Signal wires on met1:
Supply wires on this layer in gray.
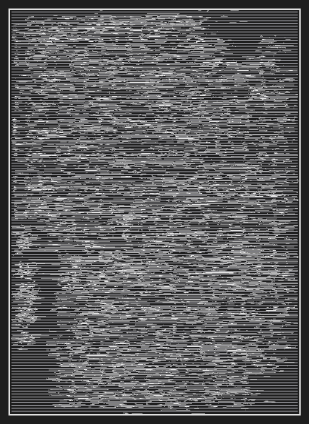
Metal 2:
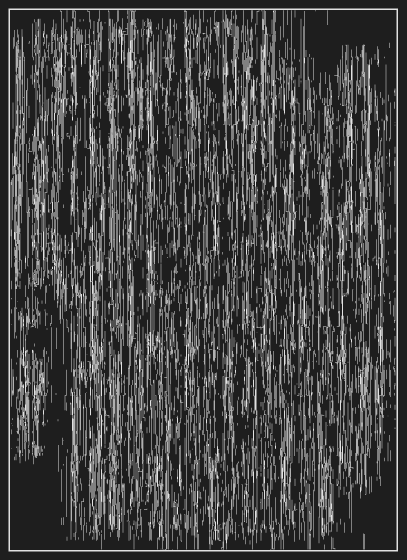
Met3 routing:
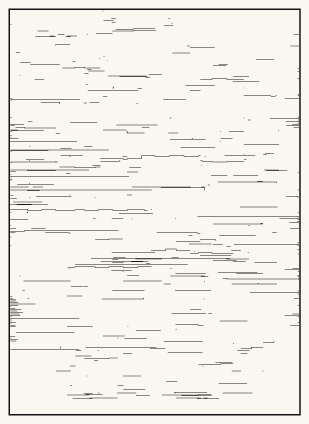
The metal 4 layer:
Scale bar: 100 µm. Supply wires on this layer in gray.
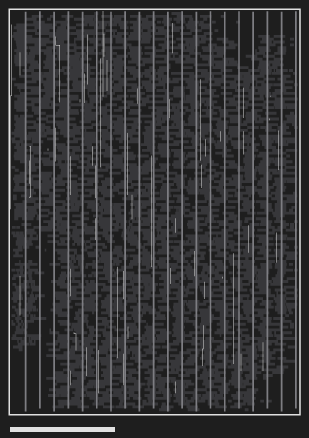
## src/rtl/wb_trace_buffer_if.sv

```systemverilog
`default_nettype none
// ---------------------------------------------------------------------------
// Module   : wb_trace_buffer_if
// Purpose  : Bus bundle for the writeback trace buffer: writeback push side,
//            reader drain side and overflow accounting status.
// Revision : 1.0  initial release
// ---------------------------------------------------------------------------
interface wb_trace_buffer_if #(
  parameter int DEPTH = 16
);
  localparam int CW = $clog2(DEPTH) + 1;

  logic          wb_valid;
  logic [31:0]   wb_pc;
  logic [3:0]    wb_rd;
  logic [31:0]   wb_data;
  logic          trace_ready;
  logic          clr_overflow;
  logic          trace_valid;
  logic [31:0]   trace_pc;
  logic [3:0]    trace_rd;
  logic [31:0]   trace_data;
  logic [15:0]   trace_stamp;
  logic [CW-1:0] count;
  logic          overflow;
  logic [15:0]   drop_count;

  // Writeback stage and reader side
  modport master (
    output wb_valid, wb_pc, wb_rd, wb_data, trace_ready, clr_overflow,
    input  trace_valid, trace_pc, trace_rd, trace_data, trace_stamp,
           count, overflow, drop_count
  );

  // Trace buffer side
  modport slave (
    input  wb_valid, wb_pc, wb_rd, wb_data, trace_ready, clr_overflow,
    output trace_valid, trace_pc, trace_rd, trace_data, trace_stamp,
           count, overflow, drop_count
  );
endinterface
`default_nettype wire

```

## src/rtl/wb_trace_buffer.sv

```systemverilog
`default_nettype none
// ---------------------------------------------------------------------------
// Module   : wb_trace_buffer
// Purpose  : First-word-fall-through capture FIFO for retired register writes
//            {pc, rd, data, stamp}, with sticky overflow and a saturating
//            dropped-push counter.
// Revision : 1.0  initial release
// ---------------------------------------------------------------------------
module wb_trace_buffer #(
  parameter int DEPTH = 16
) (
  input  logic             clk,
  input  logic             rst_n,
  wb_trace_buffer_if.slave bus
);
  localparam int            AW         = $clog2(DEPTH);
  localparam int            CW         = $clog2(DEPTH) + 1;
  localparam int            EW         = 84;
  localparam logic [CW-1:0] FULL_COUNT = CW'(DEPTH);

  logic [EW-1:0] mem_q [DEPTH];
  logic [AW-1:0] wr_ptr_q, wr_ptr_d;
  logic [AW-1:0] rd_ptr_q, rd_ptr_d;
  logic [CW-1:0] count_q, count_d;
  logic [15:0]   stamp_q, stamp_d;
  logic          overflow_q, overflow_d;
  logic [15:0]   drop_count_q, drop_count_d;
  logic          do_pop, do_push, do_drop;
  logic [EW-1:0] wr_entry;
  logic [EW-1:0] head_entry;

  // Handshake decode: a pop frees a slot on the same edge, so a full buffer
  // can still accept a push when the reader is taking the head.
  always_comb begin
    do_pop   = (count_q != '0) && bus.trace_ready;
    do_push  = bus.wb_valid && ((count_q != FULL_COUNT) || do_pop);
    do_drop  = bus.wb_valid && !do_push;
    wr_entry = {bus.wb_pc, bus.wb_rd, bus.wb_data, stamp_q};
  end

  // Next-state for pointers, occupancy, stamp and overflow accounting
  always_comb begin
    wr_ptr_d     = wr_ptr_q;
    rd_ptr_d     = rd_ptr_q;
    count_d      = count_q;
    stamp_d      = stamp_q + 16'd1;
    overflow_d   = overflow_q;
    drop_count_d = drop_count_q;

    if (do_push) wr_ptr_d = wr_ptr_q + AW'(1);
    if (do_pop)  rd_ptr_d = rd_ptr_q + AW'(1);

    if (do_push && !do_pop)      count_d = count_q + CW'(1);
    else if (!do_push && do_pop) count_d = count_q - CW'(1);

    // A drop on the clearing edge wins: it leaves exactly one drop recorded.
    if (do_drop) begin
      overflow_d = 1'b1;
      if (bus.clr_overflow)              drop_count_d = 16'd1;
      else if (drop_count_q != 16'hFFFF) drop_count_d = drop_count_q + 16'd1;
    end else if (bus.clr_overflow) begin
      overflow_d   = 1'b0;
      drop_count_d = 16'd0;
    end
  end

  // Control state with asynchronous clear
  always_ff @(posedge clk or negedge rst_n) begin
    if (!rst_n) begin
      wr_ptr_q     <= '0;
      rd_ptr_q     <= '0;
      count_q      <= '0;
      stamp_q      <= '0;
      overflow_q   <= 1'b0;
      drop_count_q <= '0;
    end else begin
      wr_ptr_q     <= wr_ptr_d;
      rd_ptr_q     <= rd_ptr_d;
      count_q      <= count_d;
      stamp_q      <= stamp_d;
      overflow_q   <= overflow_d;
      drop_count_q <= drop_count_d;
    end
  end

  // Entry storage; contents are not cleared by reset
  always_ff @(posedge clk) begin
    if (do_push) mem_q[wr_ptr_q] <= wr_entry;
  end

  assign head_entry      = mem_q[rd_ptr_q];
  assign bus.trace_valid = (count_q != '0);
  assign bus.trace_pc    = head_entry[83:52];
  assign bus.trace_rd    = head_entry[51:48];
  assign bus.trace_data  = head_entry[47:16];
  assign bus.trace_stamp = head_entry[15:0];
  assign bus.count       = count_q;
  assign bus.overflow    = overflow_q;
  assign bus.drop_count  = drop_count_q;

endmodule
`default_nettype wire

```

## src/flat_wrapper.sv

```systemverilog
// flat-port wrapper written by rule: the top's interface ports become plain ports
module wb_trace_buffer_flat 
#(
  parameter int DEPTH = 16
)
  (clk, rst_n, bus_wb_valid, bus_wb_pc, bus_wb_rd, bus_wb_data, bus_trace_ready, bus_clr_overflow, bus_trace_valid, bus_trace_pc, bus_trace_rd, bus_trace_data, bus_trace_stamp, bus_count, bus_overflow, bus_drop_count);
  wb_trace_buffer_if #(.DEPTH(DEPTH)) bus_i ();
  input  logic clk;
  input  logic rst_n;
  input wire logic [$bits(bus_i.wb_valid)-1:0] bus_wb_valid;
  input wire logic [$bits(bus_i.wb_pc)-1:0] bus_wb_pc;
  input wire logic [$bits(bus_i.wb_rd)-1:0] bus_wb_rd;
  input wire logic [$bits(bus_i.wb_data)-1:0] bus_wb_data;
  input wire logic [$bits(bus_i.trace_ready)-1:0] bus_trace_ready;
  input wire logic [$bits(bus_i.clr_overflow)-1:0] bus_clr_overflow;
  output wire logic [$bits(bus_i.trace_valid)-1:0] bus_trace_valid;
  output wire logic [$bits(bus_i.trace_pc)-1:0] bus_trace_pc;
  output wire logic [$bits(bus_i.trace_rd)-1:0] bus_trace_rd;
  output wire logic [$bits(bus_i.trace_data)-1:0] bus_trace_data;
  output wire logic [$bits(bus_i.trace_stamp)-1:0] bus_trace_stamp;
  output wire logic [$bits(bus_i.count)-1:0] bus_count;
  output wire logic [$bits(bus_i.overflow)-1:0] bus_overflow;
  output wire logic [$bits(bus_i.drop_count)-1:0] bus_drop_count;
  assign bus_i.wb_valid = bus_wb_valid;
  assign bus_i.wb_pc = bus_wb_pc;
  assign bus_i.wb_rd = bus_wb_rd;
  assign bus_i.wb_data = bus_wb_data;
  assign bus_i.trace_ready = bus_trace_ready;
  assign bus_i.clr_overflow = bus_clr_overflow;
  assign bus_trace_valid = bus_i.trace_valid;
  assign bus_trace_pc = bus_i.trace_pc;
  assign bus_trace_rd = bus_i.trace_rd;
  assign bus_trace_data = bus_i.trace_data;
  assign bus_trace_stamp = bus_i.trace_stamp;
  assign bus_count = bus_i.count;
  assign bus_overflow = bus_i.overflow;
  assign bus_drop_count = bus_i.drop_count;
  wb_trace_buffer #(.DEPTH(DEPTH)) u_core (.clk(clk), .rst_n(rst_n), .bus(bus_i));
endmodule
```

## config.mk

```make
export PLATFORM = sky130hd
export DESIGN_NAME = wb_trace_buffer_flat
export DESIGN_NICKNAME = d
export VERILOG_FILES = /design/src/rtl/wb_trace_buffer_if.sv /design/src/rtl/wb_trace_buffer.sv /design/src/flat_wrapper.sv
export SDC_FILE = /design/constraint.sdc
export NUM_CORES = 1
export LEC_CHECK = 0
export CAP_MARGIN = 0
export CELL_PAD_IN_SITES_DETAIL_PLACEMENT = 0
export CELL_PAD_IN_SITES_GLOBAL_PLACEMENT = 1
export CORE_ASPECT_RATIO = 1.4
export CORE_UTILIZATION = 50
export CTS_BUF_LIST = sky130_fd_sc_hd__clkbuf_8 sky130_fd_sc_hd__clkbuf_16
export DETAILED_ROUTE_END_ITERATION = 10
export PLACE_DENSITY_LB_ADDON = 0.1
export SLEW_MARGIN = 40
export SYNTH_ARGS = -nofsm -noshare
export SYNTH_HDL_FRONTEND = slang
export SYNTH_SLANG_ARGS = --single-unit
```

## constraint.sdc

```tcl
create_clock -name clk -period 8.89 [get_ports clk]
set_input_delay 0.889 -clock clk [delete_from_list [all_inputs] [get_ports clk]]
set_output_delay 0.889 -clock clk [all_outputs]
set_load 0.05 [all_outputs]
```

==> impl_metrics.csv <==
group,metric,value,unit
status,run_status,"finished clean",
final_layout,final-comb-area,10700,µm²
yosys,share_of_synthesized_cell_area_in_and_or_and_or_and_compound_cells,0.00252,
pwr,power.static_leakage,18.9,nW
sta,timing.final.hold_violations,0,
pwr,p_per_area,335,nW/µm²
pwr,power.largest_group,"registers",
critical_path,cp_top_family,"buffers and inverters",
pwr,combinationalPowerShare,0.332,
yosys,common_cells,"edfxtp_1, mux4_2, clkbuf_1",
final_layout,layout_top_cells,"edfxtp_1, mux4_2, clkdlybuf4s50_1",
yosys,yosys-stat-cells,2103,
cts,post-cts-setup-buffers,0,
pwr,vdd_ir_drop_max,0.237,mV
pwr,switching_share,0.320,
final_layout,layout.core_utilization,0.584,
sta,maxSlewViolCount,0,
critical_path,timing.critical_path.fanout_max,43,
yosys,post_synth_and_or_nand_nor_area_fraction,0.0102,
yosys,mappedNetlistArea,52500,µm²
detailed_routing,detail-route-antenna-nets,0,
final_layout,final_design_area_no_fill,60700,µm²
final_layout,largest_register_ffs,1344,
floorplanning,die_x,276,µm
final_layout,flop-count,1390,
yosys,ys_sh_xor,0.00550,
yosys,post_synth_mux_area_share,0.180,
placed_design,dp_hpwl,56400,µm
yosys,yosysSeqAreaShare,0.790,
floorplanning,tapcell_count,1349,
detailed_routing,drt_pre_antenna_iters,5,
global_route,grt_start_max_net_pins,92,
floorplanning,design.die.area,106000,µm²
yosys,top_area_frac,0.768,
floorplanning,fraction_of_the_core_area_occupied_by_cells_at_floorplan,0.505,
critical_path,worst_ep_arrival_time,4640,ps
global_route,grt_util_all_layers,0.222,
cts,worstSkewPairLatency,750,ps
yosys,post_synth_num_cell_types,35,
detailed_routing,wirelength_met1,47400,µm
critical_path,crit_cells,5,
final_layout,clock_buffer_count,146,
placed_design,pre_cts_slack,4100,ps
final_layout,final-seq-area,41500,µm²
critical_path,critPathKind,"flop to output pin",
cts,postCtsHoldBufs,0,
critical_path,r2r-end,"u_core.mem_q[3][49]$_DFFE_PP_",
final_layout,inv_count,12,
detailed_routing,met2_layer_wire_length_in_the_routed_design,58700,µm
pwr,power_in_sequential_cells,8.12,mW
final_layout,signal_buffer_area_fraction,0.0412,
global_route,grt_antenna_before_repair,6,
yosys,synth_warnings,0,
critical_path,critical-path-slowest-cell,"dfrtp_4",
sta,holdWs,253,ps
yosys,synth-edff-count,1344,
pwr,powerClk,5.49,mW
yosys,syn_nets,2188,
detailed_routing,wl_met3,6010,µm
global_route,grt_pass1_vias,24800,
pwr,part_of_the_power_in_registers,0.399,
yosys,synthTopLogicFamily,"multiplexers",
sta,finalSetupTns,0,ps
sta,max_freq,181,MHz
final_layout,final-clk-cell-share,0.0701,
yosys,yosys_most_used_dff,"edfxtp_1",
floorplanning,rows,140,
sta,worst_clock_skew,25.5,ps
min_path,path_type_of_the_worst_min_delay_path,"input pin to asynchronous set/reset pin",
floorplanning,die-height,386,µm
sta,final_period_minus_worst_setup_slack,5530,ps
critical_path,slowest_delay,850,ps
pwr,pg_comb,6.76,mW
sta,ratio_of_final_minimum_period_to_clock_period,0.622,
final_layout,final_layout_size_suffix_gt1_frac,0.279,
cts,clk_transition_reported_paths,60,ps
critical_path,timing.critical_path.buf_inv,3,
floorplanning,design.core.area,104000,µm²
detailed_routing,vias_per_instance,5.98,
critical_path,reg2regPathDepth,6,
critical_path,worstPathCellList,"buf_4 > buf_4 > mux4_2 > mux4_2 > clkdlybuf4s50_1",
critical_path,critical_path.endpoint,"bus_trace_pc[31]",
global_route,grt_overflow,0,
cts,cts_tree,"yes",
critical_path,cp-end-kind,"output pin",
yosys,synthesis.instances,2103,
critical_path,worstReg2RegStart,"u_core.bus.count[0]$_DFFE_PN0P_",
final_layout,fin_cells,3822,
final_layout,num-nets-final,2459,
placed_design,dpl_cell_area,56400,µm²
placed_design,dp_cells,3582,
yosys,synth-seq-cells,1390,
cts,post_cts_resize_count,0,
final_layout,final.signal_buffer_count,234,
critical_path,timing.critical_path.from_type,"flop",
sta,relSlewSlack,0.427,
pwr,total_power_consumption,20.4,mW
final_layout,combAreaFraction,0.176,
pwr,clock_power_share,0.270,
sta,timing_worst_slew_pin_value,860,ps
yosys,yosys.area.top_type,"edfxtp_1",
global_route,most_crowded_layer_gr,"met2",
yosys,synthArstFlopShare,0.0331,
cts,ctsHtreeMaxLevel,4,
pwr,p_switching,6.52,mW
yosys,synth-adder-area-share,0.00300,
pwr,internal-power,13.8,mW
final_layout,area_dominant_class,"registers",
sta,worst_slack,3360,ps
final_layout,mostFrequentLayoutCell,"edfxtp_1",
critical_path,worst-r2r-setup-slack,5700,ps
final_layout,seq_area_frac,0.684,
final_layout,multi_input_comb_cells,598,
sta,grt_setup_unrepaired,"no",
cts,cts_root_buffer,"clkbuf_16",
global_route,grtUsageMet2,0.369,
yosys,yosys-top-cells-area,"edfxtp_1, mux4_2, dfrtp_1",
floorplanning,boundaryPins,180,
placed_design,portBuffers,179,
global_route,globalRouteMet1Util,0.301,
detailed_routing,drc_errors,0,
cts,clock_buffer_depth,3,
final_layout,antenna_cells_inserted,0,
yosys,average_cell_area_after_synthesis,25.0,µm²
detailed_routing,post_drt_wl_per_cell,29.9,µm
yosys,yosys_area,52500,µm²
final_layout,area.growth.synth_to_final,15.6,%
detailed_routing,dr.max_layer_used,"met5",
global_route,first_pass_grt_wire_length,167000,µm
final_layout,max_flop_register,"u_core.mem_q",
job,maxCapViolCount,0,
cts,cts.sinks,1390,
final_layout,nFillCells,7412,
placed_design,gp_congestion,0.717,
critical_path,timing.critical_path.from,"u_core.rd_ptr_q[1]$_DFFE_PN0P_",
critical_path,worst_ep_required_time,8000,ps
detailed_routing,initialDrtViolationCount,1815,
job,tool_warnings,30,
sta,final_count_of_negative_setup_slack_endpoints,0,
Back to the opening pictures, 'signal wires on met1':
- longest straight run: 103 µm
- wire length on this layer: 47.4 mm
- main direction: horizontal
- nets with wire on the layer: 2349
- share of all routed wire: 42%

Back to the opening pictures, 'metal 2':
- longest straight run: 125 µm
- share of all routed wire: 51%
- main direction: vertical

Back to the opening pictures, 'met3 routing':
- wire length on this layer: 6010 µm
- longest straight run: 135 µm
- nets with wire on the layer: 202
- share of all routed wire: 5.3%
- main direction: horizontal
via count of the routed design: 22900
met3 Resource Use GR: 0.0454
Total Routed Length: 114000 µm

Back to the opening pictures, 'the metal 4 layer':
- wire length on this layer: 1900 µm
- share of all routed wire: 1.7%

Power is estimated from default activity; no workload was simulated.
